### src/rtl/lsu_mem_if.sv
// lsu_mem_if: request/grant/rvalid data-memory bus between the LSU and memory.
// master (LSU): drives mem_req_o, mem_we_o, mem_addr_o, mem_wdata_o and mem_wstrb_o;
//               samples mem_gnt_i, mem_rvalid_i and mem_rdata_i.
// slave (memory): the mirror image of master.
interface lsu_mem_if #(
    parameter int ADDR_W = 32,
    parameter int DATA_W = 32
);
    logic              mem_req_o;
    logic              mem_we_o;
    logic [ADDR_W-1:0] mem_addr_o;
    logic [DATA_W-1:0] mem_wdata_o;
    logic [3:0]        mem_wstrb_o;
    logic              mem_gnt_i;
    logic              mem_rvalid_i;
    logic [DATA_W-1:0] mem_rdata_i;
    modport master (
        output mem_req_o, mem_we_o, mem_addr_o, mem_wdata_o, mem_wstrb_o,
        input  mem_gnt_i, mem_rvalid_i, mem_rdata_i
    );
    modport slave (
        input  mem_req_o, mem_we_o, mem_addr_o, mem_wdata_o, mem_wstrb_o,
        output mem_gnt_i, mem_rvalid_i, mem_rdata_i
    );
endinterface

### src/rtl/lsu_mem_ctrl.sv
// lsu_mem_ctrl: RV32I load/store unit talking to data memory over a req/gnt/rvalid bus.
// Core side: load_i/store_i/fun3_i/addr_i/wdata_i in; stall_o, rdata_o, rdata_valid_o,
//            access_err_o (misaligned or illegal funct3) and bus_err_o (timeout) out.
// Memory side: lsu_mem_if.master (word address, replicated write data, byte strobes).
module lsu_mem_ctrl #(
    parameter int ADDR_W  = 32,
    parameter int DATA_W  = 32,
    parameter int TIMEOUT = 64
) (
    input  logic              clk,
    input  logic              rst,
    input  logic              load_i,
    input  logic              store_i,
    input  logic [2:0]        fun3_i,
    input  logic [ADDR_W-1:0] addr_i,
    input  logic [DATA_W-1:0] wdata_i,
    output logic              stall_o,
    output logic [DATA_W-1:0] rdata_o,
    output logic              rdata_valid_o,
    output logic              access_err_o,
    output logic              bus_err_o,
    lsu_mem_if.master         mem
);
    localparam logic [1:0] S_IDLE = 2'd0, S_REQ = 2'd1, S_WAIT = 2'd2, S_DONE = 2'd3;
    localparam int CW = TIMEOUT > 1 ? $clog2(TIMEOUT + 1) : 1;
    logic [1:0]        state_q, state_d;
    logic [CW-1:0]     cnt_q, cnt_d;
    logic [ADDR_W-1:0] addr_q, addr_d;
    logic [2:0]        fun3_q, fun3_d;
    logic [DATA_W-1:0] wdata_q, wdata_d;
    logic [3:0]        strb_q, strb_d;
    logic              we_q, we_d;
    logic [DATA_W-1:0] rdata_q, rdata_d;
    logic              aerr_q, aerr_d, berr_q, berr_d;
    logic              req, legal, misal, accept, busy, tmo, load_done;
    logic [DATA_W-1:0] sh, ext;
    always_comb begin
        req   = load_i | store_i;
        // stores only allow 000..010; loads additionally allow 100 and 101
        legal = !(fun3_i[1] & fun3_i[0]) & !(fun3_i[2] & (fun3_i[1] | !load_i));
        misal = (fun3_i[1:0] == 2'b01 & addr_i[0]) | (fun3_i[1:0] == 2'b10 & |addr_i[1:0]);
        accept = state_q == S_IDLE & req & legal & !misal;
        busy  = state_q == S_REQ | state_q == S_WAIT;
        tmo   = TIMEOUT != 0 && cnt_q >= CW'(TIMEOUT - 1);
        // read data may arrive together with the grant
        load_done = mem.mem_rvalid_i & ((state_q == S_REQ & mem.mem_gnt_i & !we_q) | state_q == S_WAIT);
        sh  = mem.mem_rdata_i >> {addr_q[1:0], 3'b000};
        ext = fun3_q[1] ? sh
            : fun3_q[0] ? {{16{sh[15] & !fun3_q[2]}}, sh[15:0]}
            : {{24{sh[7] & !fun3_q[2]}}, sh[7:0]};
        // completion wins over an expiring timeout in the same cycle
        state_d = state_q == S_IDLE ? (accept ? S_REQ : S_IDLE)
                : state_q == S_REQ  ? (mem.mem_gnt_i & (we_q | mem.mem_rvalid_i) ? S_DONE
                                      : tmo ? S_IDLE : mem.mem_gnt_i ? S_WAIT : S_REQ)
                : state_q == S_WAIT ? (mem.mem_rvalid_i ? S_DONE : tmo ? S_IDLE : S_WAIT)
                : S_IDLE;
        cnt_d   = accept ? '0 : busy ? cnt_q + 1'b1 : cnt_q;
        addr_d  = accept ? addr_i : addr_q;
        fun3_d  = accept ? fun3_i : fun3_q;
        we_d    = accept ? !load_i : we_q;
        wdata_d = !accept ? wdata_q
                : fun3_i[1] ? wdata_i
                : fun3_i[0] ? {2{wdata_i[15:0]}}
                : {4{wdata_i[7:0]}};
        strb_d  = !accept ? strb_q
                : load_i ? 4'b0000
                : fun3_i[1] ? 4'b1111
                : fun3_i[0] ? 4'b0011 << {addr_i[1], 1'b0}
                : 4'b0001 << addr_i[1:0];
        rdata_d = load_done ? ext : rdata_q;
        aerr_d  = state_q == S_IDLE & req & !(legal & !misal);
        berr_d  = busy & state_d == S_IDLE;
    end
    always_ff @(posedge clk or posedge rst) begin
        if (rst) begin
            state_q <= S_IDLE;
            cnt_q   <= '0;
            addr_q  <= '0;
            fun3_q  <= '0;
            we_q    <= 1'b0;
            wdata_q <= '0;
            strb_q  <= '0;
            rdata_q <= '0;
            aerr_q  <= 1'b0;
            berr_q  <= 1'b0;
        end else begin
            state_q <= state_d;
            cnt_q   <= cnt_d;
            addr_q  <= addr_d;
            fun3_q  <= fun3_d;
            we_q    <= we_d;
            wdata_q <= wdata_d;
            strb_q  <= strb_d;
            rdata_q <= rdata_d;
            aerr_q  <= aerr_d;
            berr_q  <= berr_d;
        end
    end
    assign mem.mem_req_o   = state_q == S_REQ;
    assign mem.mem_we_o    = state_q == S_REQ & we_q;
    assign mem.mem_addr_o  = {addr_q[ADDR_W-1:2], 2'b00};
    assign mem.mem_wdata_o = wdata_q;
    assign mem.mem_wstrb_o = state_q == S_REQ ? strb_q : 4'b0000;
    assign stall_o         = accept | busy;
    assign rdata_o         = rdata_q;
    assign rdata_valid_o   = state_q == S_DONE & !we_q;
    assign access_err_o    = aerr_q;
    assign bus_err_o       = berr_q;
endmodule

### src/flat_wrapper.sv
// flat-port wrapper written by rule: the top's interface ports become plain ports
module lsu_mem_ctrl_flat 
#(
    parameter int ADDR_W  = 32,
    parameter int DATA_W  = 32,
    parameter int TIMEOUT = 64
)
  (clk, rst, load_i, store_i, fun3_i, addr_i, wdata_i, stall_o, rdata_o, rdata_valid_o, access_err_o, bus_err_o, mem_mem_req_o, mem_mem_we_o, mem_mem_addr_o, mem_mem_wdata_o, mem_mem_wstrb_o, mem_mem_gnt_i, mem_mem_rvalid_i, mem_mem_rdata_i);
  lsu_mem_if #(.ADDR_W(ADDR_W), .DATA_W(DATA_W)) mem_i ();
  input  logic clk;
  input  logic rst;
  input  logic load_i;
  input  logic store_i;
  input  logic [2:0] fun3_i;
  input  logic [ADDR_W-1:0] addr_i;
  input  logic [DATA_W-1:0] wdata_i;
  output logic stall_o;
  output logic [DATA_W-1:0] rdata_o;
  output logic rdata_valid_o;
  output logic access_err_o;
  output logic bus_err_o;
  output wire logic [$bits(mem_i.mem_req_o)-1:0] mem_mem_req_o;
  output wire logic [$bits(mem_i.mem_we_o)-1:0] mem_mem_we_o;
  output wire logic [$bits(mem_i.mem_addr_o)-1:0] mem_mem_addr_o;
  output wire logic [$bits(mem_i.mem_wdata_o)-1:0] mem_mem_wdata_o;
  output wire logic [$bits(mem_i.mem_wstrb_o)-1:0] mem_mem_wstrb_o;
  input wire logic [$bits(mem_i.mem_gnt_i)-1:0] mem_mem_gnt_i;
  input wire logic [$bits(mem_i.mem_rvalid_i)-1:0] mem_mem_rvalid_i;
  input wire logic [$bits(mem_i.mem_rdata_i)-1:0] mem_mem_rdata_i;
  assign mem_mem_req_o = mem_i.mem_req_o;
  assign mem_mem_we_o = mem_i.mem_we_o;
  assign mem_mem_addr_o = mem_i.mem_addr_o;
  assign mem_mem_wdata_o = mem_i.mem_wdata_o;
  assign mem_mem_wstrb_o = mem_i.mem_wstrb_o;
  assign mem_i.mem_gnt_i = mem_mem_gnt_i;
  assign mem_i.mem_rvalid_i = mem_mem_rvalid_i;
  assign mem_i.mem_rdata_i = mem_mem_rdata_i;
  lsu_mem_ctrl #(.ADDR_W(ADDR_W), .DATA_W(DATA_W), .TIMEOUT(TIMEOUT)) u_core (.clk(clk), .rst(rst), .load_i(load_i), .store_i(store_i), .fun3_i(fun3_i), .addr_i(addr_i), .wdata_i(wdata_i), .stall_o(stall_o), .rdata_o(rdata_o), .rdata_valid_o(rdata_valid_o), .access_err_o(access_err_o), .bus_err_o(bus_err_o), .mem(mem_i));
endmodule
### config.mk
export PLATFORM = sky130hd
export DESIGN_NAME = lsu_mem_ctrl_flat
export DESIGN_NICKNAME = d
export VERILOG_FILES = /design/src/rtl/lsu_mem_if.sv /design/src/rtl/lsu_mem_ctrl.sv /design/src/flat_wrapper.sv
export SDC_FILE = /design/constraint.sdc
export NUM_CORES = 1
export LEC_CHECK = 0
export ABC_AREA = 1
export ABC_CLOCK_PERIOD_IN_PS = 7510
export CORE_AREA = 4 4 119 121
export CTS_CLUSTER_SIZE = 12
export DETAILED_ROUTE_END_ITERATION = 8
export DIE_AREA = 0 0 123 125
export GPL_ROUTABILITY_DRIVEN = 0
export GPL_TIMING_DRIVEN = 0
export PLACE_DENSITY = 0.83
export SETUP_SLACK_MARGIN = 0.2
export SYNTH_ARGS = -nofsm -noshare
export SYNTH_HDL_FRONTEND = slang
export SYNTH_SLANG_ARGS = --single-unit
### constraint.sdc
create_clock -name clk -period 7.51 [get_ports clk]
set_clock_uncertainty 0.1 [all_clocks]
set_input_delay 1.502 -clock clk [delete_from_list [all_inputs] [get_ports clk]]
set_output_delay 1.502 -clock clk [all_outputs]
set_load 0.005 [all_outputs]
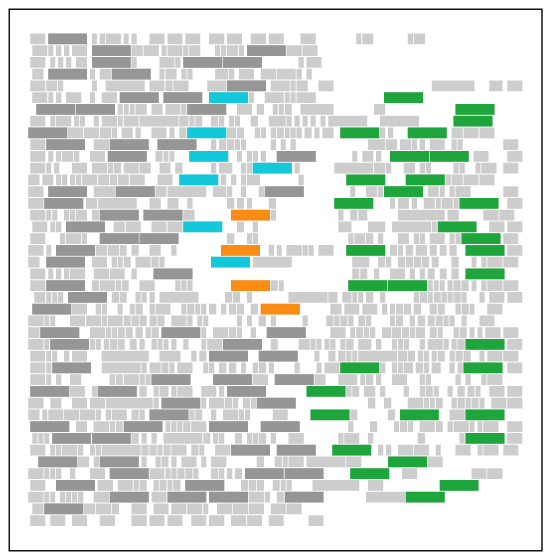
*Where the registers sit*
Other sequential cells in the stronger gray, the rest of the logic in the fainter gray.
[u_core.strb_q] orange | sequential cells: 4 | where: center
[u_core.cnt_q] cyan | sequential cells: 7
[u_core.rdata_o] green | sequential cells: 32 | where: a column on the right
not colored: 72
sequential share of cell area: 32.68%
Final Core Density: 67.31%
P_seq: 0.988 mW
sequential cell area: 2878 µm²

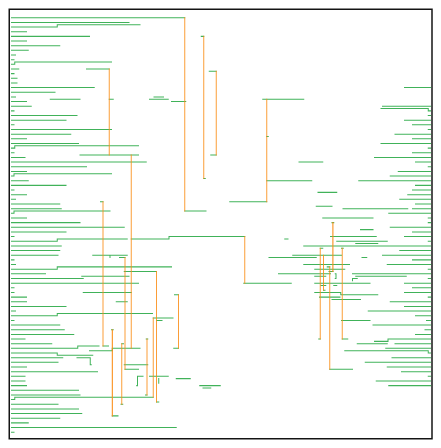
*Wiring by layer*
Two of the layers only.
[metal 3] green | wire length: 2400 µm
[metal 4] orange | wire length: 566 µm
WL/cell: 15.56 µm
Total GRT Usage: 24.10%
routed wire length: 18.15 mm

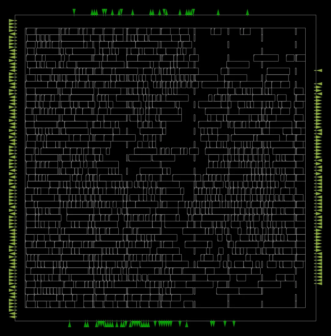
*Placed standard cells*
number of fill cells: 1066
n_taps: 176
core area: 13090 µm²
# rows: 42

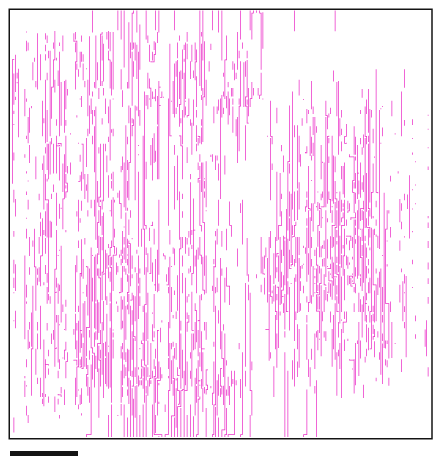
*Met2 routing*
Bar = 20 µm.
share of all routed wire: 46%
longest straight run: 45.2 µm
wire length on this layer: 8340 µm
nets with wire on the layer: 882
main direction: vertical
via count: 5688
met2 GRT Util: 38.60%

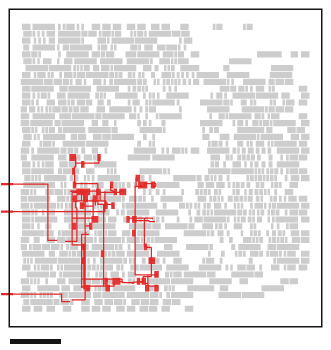
*I/O nets highlighted*
Bar = 20 µm.
[fun3_i] red | bits: 3 | direction: input | edge: west | end cells: 46 | buffers: 7 | wire: 583 µm
number of I/O port buffers: 207
num ports: 211

## worst register-to-register path, stage by stage, from the launching register on
cell	delay [ns]
dfrtp_1	0.41
inv_1	0.09
ha_1	0.16
buf_4	0.18
nand2_4	0.08
o31ai_4	0.45
inv_2	0.15
buf_2	0.22
nand2_1	0.08
o21ai_1	0.06
## cell type report
type,count,area [µm²],area share [%]
Buffer,69,446.7,5.072
Clock buffer,19,452.9,5.143
Clock inverter,13,182.7,2.074
Inverter,65,249.0,2.827
Multi-Input combinational cell,501,2278,25.87
Sequential cell,115,2878,32.68
Tap cell,176,220.2,2.500
Timing Repair Buffer,208,2100,23.84
## through the flow
stage               instances  hold WS [ns]
floorplan                 750        0.3328
global placement         1133        0.3482
detailed placement       1134        0.3577
CTS                      1166        0.3714
global route             1166        0.3970
finish                   1166        0.3659
==> qor.csv <==
stage,metric,value,unit
outcome,run status,finished clean,
setup_path,CP Cell Sequence,clkdlybuf4s50_1 -> nor2_1 -> nand3_1 -> nand2_1 -> nand2_2 -> buf_4 -> buf_2 -> nand2_1 -> clkdlybuf4s50_1,
logic_synthesis,area fraction in compound gates,13.81,%
worst_hold_path,Worst Hold Class,flop to flop,
logic_synthesis,"Distinct cells, synth",31,
setup_path,crit path DAT,3.56,ns
logic_synthesis,Synth Area in Adders,1.071,%
floorplanning,chip area,15380,µm²
setup_path,CP required,5.91,ns
logic_synthesis,Synth logic family,simple AND/OR/NAND/NOR gates,
logic_synthesis,Post-synth EDFFs,0,
drt,DRT antenna net count,0,
timing,Peak Freq,193.9,MHz
drt,met1 wire length,6.847,mm
setup_path,CP Buf/Inv Count,4,
clock_network,TritonCTS Buffers,17,
logic_synthesis,"area leader, netlist",dfrtp_1,
logic_synthesis,Syn Area/Cell,7.801,µm²
timing,"Slew Viols, Final",0,
global_route,gr ovfl total,0,
logic_synthesis,Post-synth ARST share,100.0,%
clock_network,H-tree levels,4,
timing,RSZ-0062 raised after global routing,no,
setup_path,critical path class,input port to output port,
drt,routed vias/inst,4.878,
power,Comb pwr share,38.8,%
global_route,initial antenna violation count,0,
power,leakage,4.300,nW
clock_network,CTS tree,built,
global_route,busiest grt layer,met2,
setup_path,worst setup path endpoint,stall_o,
drt,Residual DRC,0,
final_layout,Top cell excl fill/tap,nand2_1,
power,Clock net power,0.864,mW
timing,total negative slack,0,ns
logic_synthesis,Synth top cells by count,"nand2_1 (258), dfrtp_1 (115), inv_1 (61), o21ai_0 (61), nor2_1 (53)",
final_layout,# diodes,0,
power,Pwr Total,3.028,mW
logic_synthesis,Multiplexer share,0.1713,%
final_layout,Nets,1087,
power,Clk pwr share,28.5,%
setup_path,slowest CP cell,clkdlybuf4s50_1,
final_layout,cell area after layout,8807,µm²
logic_synthesis,area reported by Yosys stat,5843,µm²
global_route,GRT met1 Usage,27.48,%
floorplanning,fp_density,44.65,%
drt,WL met3,2.396,mm
global_route,GR Util met3,11.52,%
worst_hold_path,hold path endpoint,u_core.rdata_o[6],
No activity file was given, so power comes from the tool's default toggle rates.
